run_1/gates.png
The bar under the picture is 20 um long.
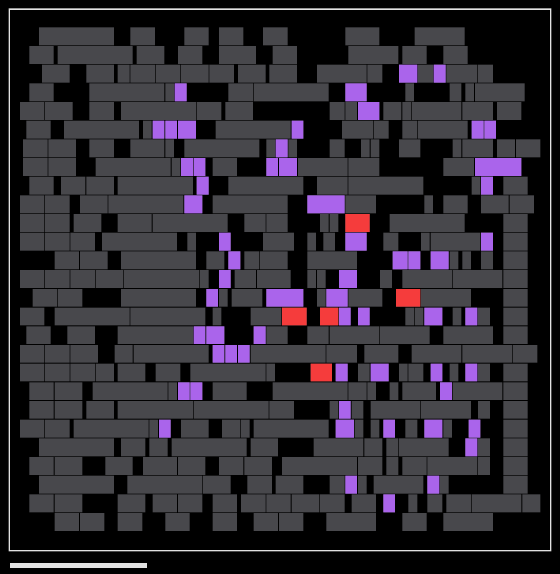
run_1/pinout.png
Pins as bars across the die edge, other pins in grey.
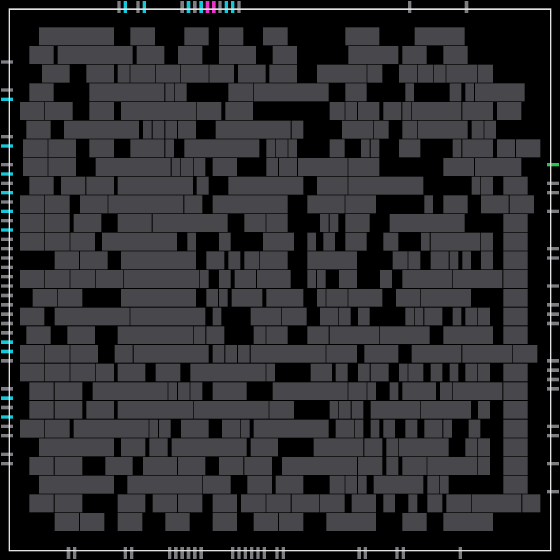
run_1/clock_nets.png
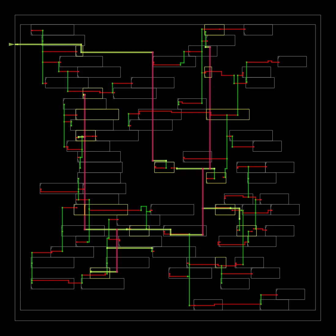
`src/rtl/adder4_nibble_sched.sv`:
```
// adder4_nibble_sched
//
// Shares one 4-bit carry-lookahead nibble adder between two requesters to
// perform W-bit add/subtract operations nibble-serially (LSB nibble first).
// A round-robin arbiter picks a winner in IDLE and latches its operands. The
// nibble adder is then stepped over N_NIB cycles with a registered carry, and
// the result is returned with a one-cycle done pulse.
//
// Ports:
//   clk      in   clock, all state changes on the rising edge
//   rst_n    in   synchronous active-low reset
//   req      in   [1:0] level request per requester, held until its done
//   op       in   [1:0] per-requester op: 0 = a+b, 1 = a-b
//   a0, b0   in   [W-1:0] operands of requester 0
//   a1, b1   in   [W-1:0] operands of requester 1
//   gnt      out  [1:0] one-hot grant, high from grant through done cycle
//   busy     out  high in ADD and DONE states
//   done     out  one-cycle pulse, sum/cout valid
//   done_id  out  requester served by the current/last done
//   sum      out  [W-1:0] result
//   cout     out  final carry (add: carry out, subtract: 1 = no borrow)
module adder4_nibble_sched #(
    parameter int N_NIB = 4
) (
    input  logic                 clk,
    input  logic                 rst_n,
    input  logic [1:0]           req,
    input  logic [1:0]           op,
    input  logic [4*N_NIB-1:0]   a0,
    input  logic [4*N_NIB-1:0]   b0,
    input  logic [4*N_NIB-1:0]   a1,
    input  logic [4*N_NIB-1:0]   b1,
    output logic [1:0]           gnt,
    output logic                 busy,
    output logic                 done,
    output logic                 done_id,
    output logic [4*N_NIB-1:0]   sum,
    output logic                 cout
);

    localparam int W     = 4 * N_NIB;
    localparam int IDX_W = (N_NIB > 1) ? $clog2(N_NIB) : 1;

    localparam logic [IDX_W-1:0] LAST_IDX = IDX_W'(N_NIB - 1);

    localparam logic [1:0] ST_IDLE = 2'd0;
    localparam logic [1:0] ST_ADD  = 2'd1;
    localparam logic [1:0] ST_DONE = 2'd2;

    // 4-bit carry-lookahead adder: returns {carry_out, sum[3:0]}.
    function automatic logic [4:0] cla4(input logic [3:0] x,
                                        input logic [3:0] y,
                                        input logic       cin);
        logic [3:0] g;
        logic [3:0] p;
        logic [4:0] c;
        g = x & y;
        p = x ^ y;
        c[0] = cin;
        c[1] = g[0] | (p[0] & cin);
        c[2] = g[1] | (p[1] & g[0]) | (p[1] & p[0] & cin);
        c[3] = g[2] | (p[2] & g[1]) | (p[2] & p[1] & g[0])
             | (p[2] & p[1] & p[0] & cin);
        c[4] = g[3] | (p[3] & g[2]) | (p[3] & p[2] & g[1])
             | (p[3] & p[2] & p[1] & g[0])
             | (p[3] & p[2] & p[1] & p[0] & cin);
        return {c[4], p ^ c[3:0]};
    endfunction

    // Control state (reset)
    logic [1:0]       state_q,   state_d;
    logic [1:0]       gnt_q,     gnt_d;
    logic [IDX_W-1:0] idx_q,     idx_d;
    logic             carry_q,   carry_d;
    logic             last_id_q, last_id_d;
    logic             done_id_q, done_id_d;
    logic [W-1:0]     sum_q,     sum_d;
    logic             cout_q,    cout_d;

    // Latched operands of the current winner (no reset needed: always
    // written on the grant edge before being used)
    logic [W-1:0]     a_q,       a_d;
    logic [W-1:0]     b_q,       b_d;
    logic             op_q,      op_d;
    logic             winner_q,  winner_d;

    logic             win;
    logic [3:0]       nib_a;
    logic [3:0]       nib_b;
    logic [4:0]       nib_s;

    // Round-robin: on a tie the requester that was not served last wins.
    always_comb begin
        win = 1'b0;
        case (req)
            2'b01:   win = 1'b0;
            2'b10:   win = 1'b1;
            2'b11:   win = ~last_id_q;
            default: win = 1'b0;
        endcase
    end

    // Nibble select for the current index; subtract uses a + ~b + 1 with
    // the +1 supplied as the initial carry.
    always_comb begin
        nib_a = 4'd0;
        nib_b = 4'd0;
        for (int k = 0; k < N_NIB; k++) begin
            if (idx_q == IDX_W'(k)) begin
                nib_a = a_q[4*k +: 4];
                nib_b = b_q[4*k +: 4];
            end
        end
        nib_s = cla4(nib_a, op_q ? ~nib_b : nib_b, carry_q);
    end

    always_comb begin
        state_d   = state_q;
        gnt_d     = gnt_q;
        idx_d     = idx_q;
        carry_d   = carry_q;
        last_id_d = last_id_q;
        done_id_d = done_id_q;
        sum_d     = sum_q;
        cout_d    = cout_q;
        a_d       = a_q;
        b_d       = b_q;
        op_d      = op_q;
        winner_d  = winner_q;

        case (state_q)
            ST_IDLE: begin
                if (|req) begin
                    winner_d = win;
                    gnt_d    = win ? 2'b10 : 2'b01;
                    a_d      = win ? a1 : a0;
                    b_d      = win ? b1 : b0;
                    op_d     = op[win];
                    carry_d  = op[win];
                    idx_d    = '0;
                    state_d  = ST_ADD;
                end
            end
            ST_ADD: begin
                for (int k = 0; k < N_NIB; k++) begin
                    if (idx_q == IDX_W'(k)) begin
                        sum_d[4*k +: 4] = nib_s[3:0];
                    end
                end
                carry_d = nib_s[4];
                idx_d   = idx_q + 1'b1;
                if (idx_q == LAST_IDX) begin
                    cout_d    = nib_s[4];
                    done_id_d = winner_q;
                    state_d   = ST_DONE;
                end
            end
            ST_DONE: begin
                last_id_d = winner_q;
                gnt_d     = 2'b00;
                state_d   = ST_IDLE;
            end
            default: begin
                gnt_d   = 2'b00;
                state_d = ST_IDLE;
            end
        endcase
    end

    always_ff @(posedge clk) begin
        if (!rst_n) begin
            state_q   <= ST_IDLE;
            gnt_q     <= 2'b00;
            idx_q     <= '0;
            carry_q   <= 1'b0;
            last_id_q <= 1'b1;
            done_id_q <= 1'b0;
            sum_q     <= '0;
            cout_q    <= 1'b0;
        end else begin
            state_q   <= state_d;
            gnt_q     <= gnt_d;
            idx_q     <= idx_d;
            carry_q   <= carry_d;
            last_id_q <= last_id_d;
            done_id_q <= done_id_d;
            sum_q     <= sum_d;
            cout_q    <= cout_d;
        end
    end

    always_ff @(posedge clk) begin
        a_q      <= a_d;
        b_q      <= b_d;
        op_q     <= op_d;
        winner_q <= winner_d;
    end

    assign gnt     = gnt_q;
    assign busy    = (state_q == ST_ADD) || (state_q == ST_DONE);
    assign done    = (state_q == ST_DONE);
    assign done_id = done_id_q;
    assign sum     = sum_q;
    assign cout    = cout_q;

endmodule

```
`config.mk`:
```
export PLATFORM = sky130hd
export DESIGN_NAME = adder4_nibble_sched
export DESIGN_NICKNAME = d
export VERILOG_FILES = /design/src/rtl/adder4_nibble_sched.sv
export SDC_FILE = /design/constraint.sdc
export NUM_CORES = 1
export LEC_CHECK = 0
export CORE_UTILIZATION = 52
export CTS_BUF_LIST = sky130_fd_sc_hd__clkbuf_4 sky130_fd_sc_hd__clkbuf_8
export DETAILED_ROUTE_END_ITERATION = 16
export HOLD_SLACK_MARGIN = 0.08
export MAX_ROUTING_LAYER = met4
export PLACE_DENSITY_LB_ADDON = 0.1
export REMOVE_ABC_BUFFERS = 1
export SKIP_CTS_REPAIR_TIMING = 1
export SLEW_MARGIN = 20
export SYNTH_ARGS = -nofsm -noshare
export SYNTH_HDL_FRONTEND = slang
export SYNTH_SLANG_ARGS = --single-unit
```
`constraint.sdc`:
```
create_clock -name clk -period 4.6 [get_ports clk]
set_clock_uncertainty 0.15 [all_clocks]
set_input_delay 0.92 -clock clk [delete_from_list [all_inputs] [get_ports clk]]
set_output_delay 0.92 -clock clk [all_outputs]
set_load 0.005 [all_outputs]
```
==> out/results.ini, run 1 <==
[outcome]
status = finished clean

[pwr]
finalPower_mw = 1.70
pg_seq_mw = 0.666
p_comb_share_pct = 26.8
power_leader = registers
p_clk_share_pct = 34.0
switchingPower_mw = 0.465
p_int_mw = 1.24
ir_drop_mv = 0.233
switching_share_pct = 27.3
p_comb_mw = 0.457

[final_layout]
fill_cells = 409
combGateArea_mm2 = 0.00138
syn2layout_area_growth_pct = 38.2
ff_latch_area_mm2 = 0.00154
seq_share_pct = 36.5
clk_share_pct = 5.66
inverters = 11
logic_gate_count = 186
layout_top_cells = clkdlybuf4s50_1, edfxtp_1, nand2_1, mux2_2, dfxtp_1
dominant_cells = flip-flops and latches
n_all_buffers = 94

[global_route]
grt_start_max_net_pins = 35
grt_use_met3_pct = 4.65
antenna_found_initial = 0
gr-usage-met1_pct = 25.7
use_met2_pct = 39.0

[synthesis]
yosys_warnings = 0
yosysSeqAreaShare_pct = 50.5
topCombFamilyByArea = AND-OR/OR-AND gates
synth_flops = 60
synthAdderAreaFrac_pct = 5.57
yosysUniqueCellTypes = 44
xor_share_pct = 1.43
ys_async_sr_fraction_pct = 0
synthTopCellsByCount = edfxtp_1, mux2_2, nand2_1, dfxtp_1, o21ai_0
synthMuxAreaShare_pct = 13.0
simple_gate_area_share_pct = 11.2
ys_cells = 273

[worst_setup_path]
endpoint_kind = flip-flop
worst_path_max_delay_cell = ha_1
reg2reg_slack_ns = 1.41
worstPathMaxFanout = 18
cp-start-kind = flip-flop
rr_endpoint = sum[7]
crit_type = reg2reg
startpoint = idx_q[1]
cp_top_family = AND-OR/OR-AND gates

[die]
rows = 27
die_x_um = 78.6
core_area_mm2 = 0.00557
ios = 92
die_area_mm2 = 0.00618
fp_util_pct = 54.8
n_tap_cell = 72

[hold_path]
min_to = sum[4]
worstHoldStart = sum[4]
hold_path_class = reg2reg

[job]
warning_count = 31
maxCapViolations = 0

[clock_tree]
cts_sinks = 60
clk_pin_slew_ns = 0.07
cts_tree = done

[drt]
vias = 2333
wl_met3_um = 307
ant_nets = 0
avgViaCountPerCell = 5.31
met2_length_um = 3070
dr.max_layer_used = met4

[timing]
setup_viol = 0
whs_ns = 0.317
drv_slew = 0
tns_ns = 0
worst_pin_slew_ns = 0.823
post-route-min-period_ns = 3.19
fin_ws_ns = 1.41
fmax_ghz = 0.313
hold_viol_final = 0

[place]
place_ws_ns = 1.33

Back to the opening pictures, gates.png:
aoi and oai cells: shown in purple, cells 60. non-inverting ao/oa cells: shown in red, cells 5, where middle.
Final Non-Filler Cells: 439
most frequent logic cell in the layout: clkdlybuf4s50_1
multi-input combinational area share: 32.6%

Back to the opening pictures, pinout.png:
op: shown in magenta, pins 2, direction input, edge top. busy: shown in green, pins 1, direction output, edge right. b1: shown in cyan, pins 16, direction input, edge 10 left, 6 top.
All pins by edge: 35 left, 23 bottom, 18 right, 16 top.

Back to the opening pictures, clock_nets.png:
Flop Count: 60
TritonCTS Buffers: 9
Clock Latency Late Sink: 0.34 ns

run_1/ff_map.png
The bar under the picture is 20 um long. Other sequential cells in the stronger grey, the rest of the logic in the fainter grey.
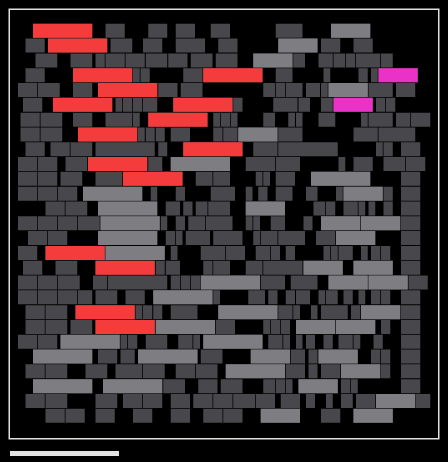

==> run 2: changes to the inputs <==
--- a/config.mk
+++ b/config.mk
@@ -5,7 +5,7 @@
 export SDC_FILE = /design/constraint.sdc
 export NUM_CORES = 1
 export LEC_CHECK = 0
-export CORE_UTILIZATION = 52
+export CORE_UTILIZATION = 44
 export CTS_BUF_LIST = sky130_fd_sc_hd__clkbuf_4 sky130_fd_sc_hd__clkbuf_8
 export DETAILED_ROUTE_END_ITERATION = 16
 export HOLD_SLACK_MARGIN = 0.08
==> constraint.sdc (replaced) <==
create_clock -name clk -period 2.55 [get_ports clk]
set_clock_uncertainty 0.15 [all_clocks]
set_input_delay 0.51 -clock clk [delete_from_list [all_inputs] [get_ports clk]]
set_output_delay 0.51 -clock clk [all_outputs]
set_load 0.005 [all_outputs]
run_2/ff_map.png
The bar under the picture is 20 um long. Other sequential cells in the stronger grey, the rest of the logic in the fainter grey.
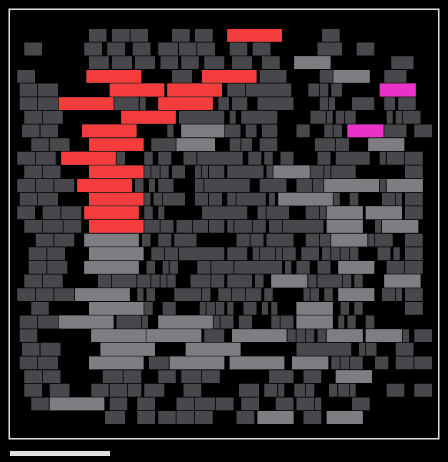
b_q: shown in red, placed flops 16. state_q: shown in magenta, placed flops 2.
post-layout util: 69.8%
Seq power: 1.21 mW

run_2/pinout.png
Pins as bars across the die edge, other pins in grey.
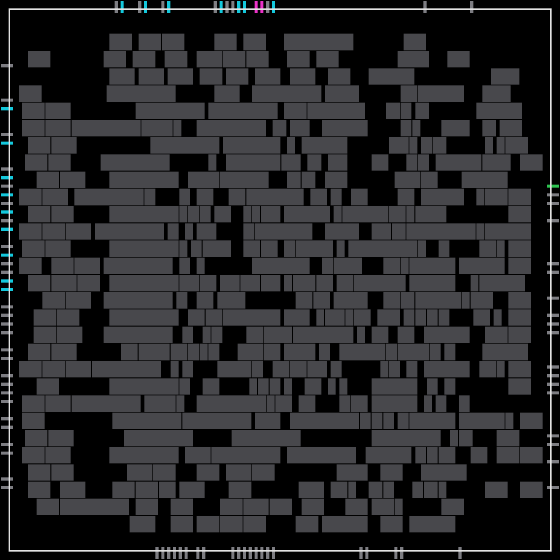
busy: shown in green, pins 1, direction output, edge right. b1: shown in cyan, pins 16, direction input, edge 9 left, 7 top. op: shown in magenta, pins 2, direction input, edge top.
Port Buffers: 91
die height: 85.3 um
Die W: 85.3 um

run_2/layers.png
Two of the layers only.
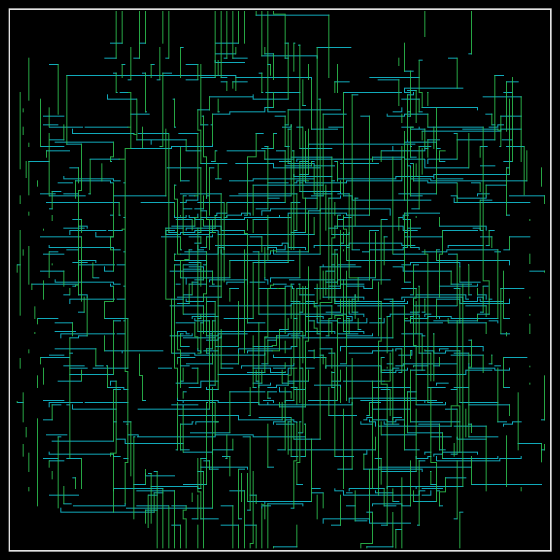
M1: shown in cyan, wire length 2,890 um. M2: shown in green, wire length 3,210 um.
via count: 2,431
GRT Overall Usage: 19.6%
WL final: 6520 um

==> run 2 against run 1 <==
The run now ends with setup timing left; final cell count rose by 6.8%; first-iteration DRC count is 12% lower; combinational power rose by 140%; sequential share of layout area shrank 2.6 points; maximum frequency up 22%; wire length is 5.5% higher; via count rose by 4.2%; global-route usage is 3.3 points lower; design area up 8.0%; worst hold slack lost 0.0032 ns; setup slack worse by 1.5 ns; largest cell class unchanged; largest power group unchanged.
==> out/results.ini, run 2 <==
[final_layout]
diodes = 0
n_all_buffers = 119
nFlopsAndLatches = 60
syn2layout_area_growth_pct = 49.3
dominant_cells = flip-flops and latches
logic_gate_count = 186
seq_share_pct = 33.9
inverters = 11
ff_latch_area_mm2 = 0.00155
clkbuf_count = 11
lay_top_count = clkdlybuf4s50_1
instances_no_fill = 469
fill_cells = 479
layout_top_cells = clkdlybuf4s50_1, edfxtp_1, nand2_1, mux2_2, dfxtp_1
comb_share_pct = 32.6
clk_share_pct = 4.23
combGateArea_mm2 = 0.00149

[worst_setup_path]
cp_top_family = AND-OR/OR-AND gates
worst_path_max_delay_cell = dfxtp_4
endpoint_kind = flip-flop
cp-start-kind = flip-flop
worst_ep_arrival_time_ns = 2.74
crit_type = reg2reg
startpoint = idx_q[1]
worstPathMaxFanout = 4
slowest_delay_ns = 0.37
worst_path_most_repeated_cell = o21ai_1
rr_endpoint = sum[3]
reg2reg_slack_ns = -0.06
r2r_cells = 12

[timing]
drv_slew = 0
whs_ns = 0.314
worst_pin_slew_ns = 0.432
tns_ns = -0.298
setup_viol = 8
hold_viol_final = 0
rsz0062_at_grt = true
fin_ws_ns = -0.0632
post-route-min-period_ns = 2.61
fmax_ghz = 0.383

[outcome]
violations = setup timing
status = finished with violations

[hold_path]
worstHoldStart = sum[8]
min_to = sum[8]
hold_path_class = reg2reg

[global_route]
antenna_found_initial = 0
grt_use_met3_pct = 5.54
use_met2_pct = 30.9
grt_start_max_net_pins = 33
gr-usage-met1_pct = 23.5

[synthesis]
syn-instance-count = 273
yosysSeqAreaShare_pct = 50.5
synth_flops = 60
synthTopCellsByCount = edfxtp_1, mux2_2, nand2_1, dfxtp_1, o21ai_0
yosys_warnings = 0
ys_async_sr_fraction_pct = 0
xor_share_pct = 1.43
topCombFamilyByArea = AND-OR/OR-AND gates
synthMuxAreaShare_pct = 13.0
simple_gate_area_share_pct = 11.2
synth_area_mm2 = 0.00305
synthAdderAreaFrac_pct = 5.57
yosys.area_share.aoi_pct = 13.9
yosysUniqueCellTypes = 44
ys_cells = 273

[pwr]
p_int_mw = 2.22
switching_share_pct = 29.1
p_comb_mw = 1.08
ir_drop_mv = 0.362
switchingPower_mw = 0.911
power_leader = registers
clock_power_mw = 0.834
power_frac_seq_pct = 38.7
p_clk_share_pct = 26.7
finalPower_mw = 3.13
p_comb_share_pct = 34.6

[drt]
avgViaCountPerCell = 5.18
met2_length_um = 3210
wl_met1_um = 2890
wl_met3_um = 323
drt-initial-drc-count = 65
dr.max_layer_used = met4
ant_nets = 0

[place]
hpwl_um = 4720
place_ws_ns = -0.241
gp_congestion = 0.821

[die]
ios = 92
core_area_mm2 = 0.00653
rows = 29
die_area_mm2 = 0.00728
fp_util_pct = 46.7
n_tap_cell = 77

[clock_tree]
cts_tree = done
clk_pin_slew_ns = 0.07
cts_sinks = 60
numCtsBuffers = 9
cts_buffer_depth = 2
clk_latency_ns = 0.35

[job]
maxCapViolations = 0
warning_count = 32

Power and IR drop assume default switching activity.
